## config.mk

```make
export PLATFORM = sky130hd
export DESIGN_NAME = parking_exit
export DESIGN_NICKNAME = d
export VERILOG_FILES = /design/src/rtl/parking_exit.sv
export SDC_FILE = /design/constraint.sdc
export NUM_CORES = 1
export LEC_CHECK = 0
export CORE_ASPECT_RATIO = 0.6
export CORE_UTILIZATION = 45
export DETAILED_ROUTE_END_ITERATION = 6
export PLACE_DENSITY_LB_ADDON = 0.3
export SYNTH_ARGS = -nofsm -noshare
export SYNTH_HDL_FRONTEND = slang
export SYNTH_SLANG_ARGS = --single-unit
export TNS_END_PERCENT = 1
```

## constraint.sdc

```tcl
create_clock -name clock -period 8.4 [get_ports clock]
set_input_delay 1.26 -clock clock [delete_from_list [all_inputs] [get_ports clock]]
set_output_delay 1.26 -clock clock [all_outputs]
set_load 0.05 [all_outputs]
```

## src/rtl/parking_exit.sv

```systemverilog
// rtl/parking_exit.sv - exit-gate controller: coin payment with change/refund, gate hold, occupancy count
module parking_exit #(
    parameter logic [3:0]  CAPACITY      = 4'd8,
    parameter logic [3:0]  EXIT_FEE      = 4'd5,
    parameter logic [15:0] TIMEOUT_LIMIT = 16'd10000,
    parameter logic [15:0] GATE_HOLD     = 16'd2000
) (
    input  logic       clock,
    input  logic       reset,
    input  logic       exit_sensor,
    input  logic       car_passed,
    input  logic       car_entered,
    input  logic       coin_valid,
    input  logic [3:0] coin_value,
    output logic       exit_gate,
    output logic       change_valid,
    output logic [4:0] change_value,
    output logic [3:0] occupancy,
    output logic       full,
    output logic [6:0] display
);

    typedef enum logic [1:0] {
        IDLE      = 2'd0,
        PAYMENT   = 2'd1,
        GATE_OPEN = 2'd2
    } state_t;

    state_t      r_state;
    state_t      w_state_next;
    logic [4:0]  r_paid;
    logic [4:0]  w_paid_next;
    logic [15:0] r_timer;
    logic [15:0] w_timer_next;
    logic [3:0]  r_occupancy;
    logic        r_change_valid;
    logic [4:0]  r_change_value;
    logic        w_chg_valid;
    logic [4:0]  w_chg_value;
    logic        w_dec;
    logic [4:0]  w_sum;
    logic [4:0]  w_held;
    logic [3:0]  w_owed;

    // paid never exceeds EXIT_FEE-1 (<=14), so paid + coin (<=29) fits in 5 bits
    assign w_sum  = r_paid + {1'b0, coin_value};
    assign w_held = coin_valid ? w_sum : r_paid;
    assign w_owed = EXIT_FEE - r_paid[3:0];

    always_comb begin
        w_state_next = r_state;
        w_paid_next  = r_paid;
        w_timer_next = r_timer;
        w_chg_valid  = 1'b0;
        w_chg_value  = 5'd0;
        w_dec        = 1'b0;
        case (r_state)
            IDLE: begin
                if (exit_sensor && (r_occupancy != 4'd0)) begin
                    w_state_next = PAYMENT;
                    w_paid_next  = 5'd0;
                    w_timer_next = 16'd0;
                end
            end
            PAYMENT: begin
                w_timer_next = r_timer + 16'd1;
                if (coin_valid && (w_sum >= {1'b0, EXIT_FEE})) begin
                    w_state_next = GATE_OPEN;
                    w_chg_valid  = 1'b1;
                    w_chg_value  = w_sum - {1'b0, EXIT_FEE};
                    w_timer_next = 16'd0;
                    w_paid_next  = 5'd0;
                end else if (r_timer == TIMEOUT_LIMIT) begin
                    // refund includes a non-completing coin accepted on the timeout cycle
                    w_state_next = IDLE;
                    w_paid_next  = 5'd0;
                    w_chg_valid  = (w_held != 5'd0);
                    w_chg_value  = w_held;
                end else begin
                    w_paid_next = w_held;
                end
            end
            GATE_OPEN: begin
                w_timer_next = r_timer + 16'd1;
                if (car_passed) begin
                    w_state_next = IDLE;
                    w_dec        = 1'b1;
                end else if (r_timer == GATE_HOLD) begin
                    w_state_next = IDLE;
                end
            end
            default: begin
                w_state_next = IDLE;
            end
        endcase
    end

    always_ff @(posedge clock) begin
        if (reset) begin
            r_state        <= IDLE;
            r_paid         <= 5'd0;
            r_timer        <= 16'd0;
            r_change_valid <= 1'b0;
            r_change_value <= 5'd0;
        end else begin
            r_state        <= w_state_next;
            r_paid         <= w_paid_next;
            r_timer        <= w_timer_next;
            r_change_valid <= w_chg_valid;
            r_change_value <= w_chg_value;
        end
    end

    // an entry and an exit on the same edge cancel, even when full
    always_ff @(posedge clock) begin
        if (reset) begin
            r_occupancy <= 4'd0;
        end else if (car_entered && w_dec) begin
            r_occupancy <= r_occupancy;
        end else if (car_entered && (r_occupancy != CAPACITY)) begin
            r_occupancy <= r_occupancy + 4'd1;
        end else if (w_dec && (r_occupancy != 4'd0)) begin
            r_occupancy <= r_occupancy - 4'd1;
        end
    end

    assign exit_gate    = (r_state == GATE_OPEN);
    assign change_valid = r_change_valid;
    assign change_value = r_change_value;
    assign occupancy    = r_occupancy;
    assign full         = (r_occupancy == CAPACITY);
    assign display      = (r_state == PAYMENT) ? {3'b000, w_owed} : 7'b1111111;

endmodule

```

==> flow_summary_export.csv <==
group,metric,value,unit
flow_run,warning_count,31,
synth,synthCells,231,
status,status,"complete, no violations",
sta,worst_pin_slew,0.520,ns
synth,edf_count,0,
floorplan,die_area,0.00474,sq mm
synth,ys_seq_share,32.9,%
sta,rsz0062_at_grt,"false",
global_routing,grt_use_met1,28.4,%
worst_setup_path,path_cells,"clkdlybuf4s50_1, ha_1, fa_1, inv_1, ha_1, o31ai_1, o221ai_4, and2_4, or3_1, a21oi_1",
synth,synth.top_cells.by_count,"33 x dfxtp_1, 32 x nor2_1, 18 x nand2_1, 17 x xor2_1",
sta,setup_ws,4.55,ns
route,met3_length,208,microns
sta,hold_viol_final,0,
route,dr.pass1.iters,4,
finish,buffers,28,
finish,clk_share,3.09,%
finish,final_common_cell,"dfxtp_1",
global_routing,overflow,0,
clock_tree,cts_tree,"yes",
finish,regArea,661,sq um
min_path,worstHoldEndpoint,"r_timer[15]$_SDFFE_PP0P_",
clock_tree,cts_resized,0,
clock_tree,cts.sinks,33,
sta,post-route-period-util,45.8,%
worst_setup_path,rrSetupSlack,5.58,ns
synth,area_leaders,"dfxtp_1 33%, ha_1 9.4%, xor2_1 7.4%",
worst_setup_path,crit_cells,10,
synth,fp_nets,258,
placed_design,placedCellCount,311,
clock_tree,root_buffer,"clkbuf_8",
power,powerComb,267,uW
global_routing,grt_max_degree,17,
placed_design,port_buffers,28,
synth,synth_cell_types,49,
sta,slew_violations,0,
power,switching_share,43.6,%
synth,synthXorXnorAreaFrac,10.5,%
finish,logic_area,0.00125,sq mm
global_routing,use_met3,5.21,%
placed_design,place_congestion,0.809,
synth,synth_top_flop_cell,"dfxtp_1",
finish,sh_comb_area,52.5,%
worst_setup_path,endpoint,"change_value[4]$_SDFF_PP0_",
worst_setup_path,crit_fanout,7,
sta,fmax,0.260,GHz
power,power,567,uW
power,clkPwrFrac,19.4,%
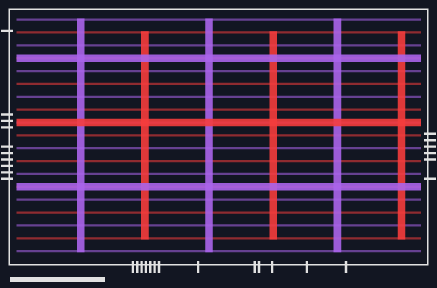
Fig. 1. Supply network.
Bar = 20 microns. Pins as bars on the die edge.
VSS -> purple
VDD -> red
met5 straps = 3
met1 rails = 19
rows = 18
Die W: 88.2 microns
Core Region: 0.00419 sq mm

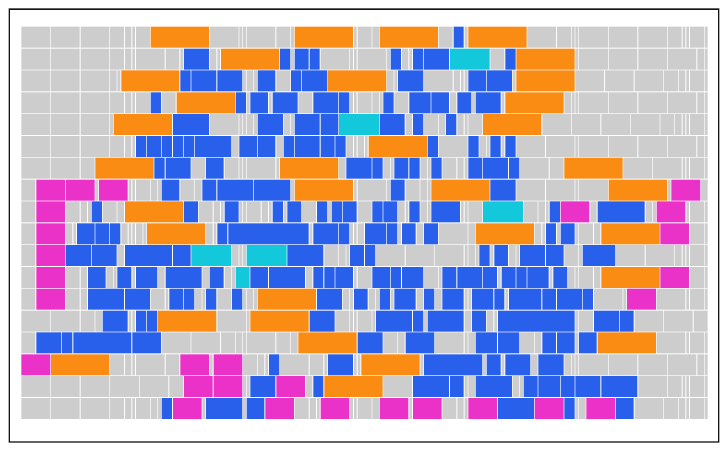
Fig. 2. Cells colored by class.
Fill, decap, tap and diode cells in gray.
clock drivers and dummy loads -> cyan  # cells 6
all other logic -> blue  # cells 190
flip-flops -> orange  # cells 33
other buffers and delay cells -> magenta  # cells 28
design area: 0.00239 sq mm
row count: 18
Final Util: 57.0%
Seq area share: 27.7%

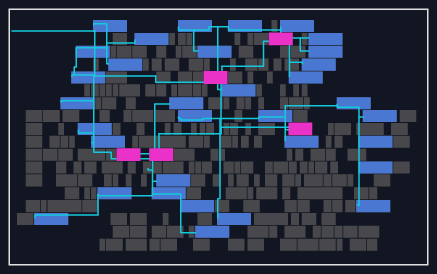
Fig. 3. Clock distribution.
cells driving clock nets -> magenta  # count 5
flip-flops -> blue  # count 33
clock wires -> cyan  # length 444 microns
flops lie = widely spread
routed clock nets = 6

Power figures rest on the tool's default switching activity, not on a simulated workload.
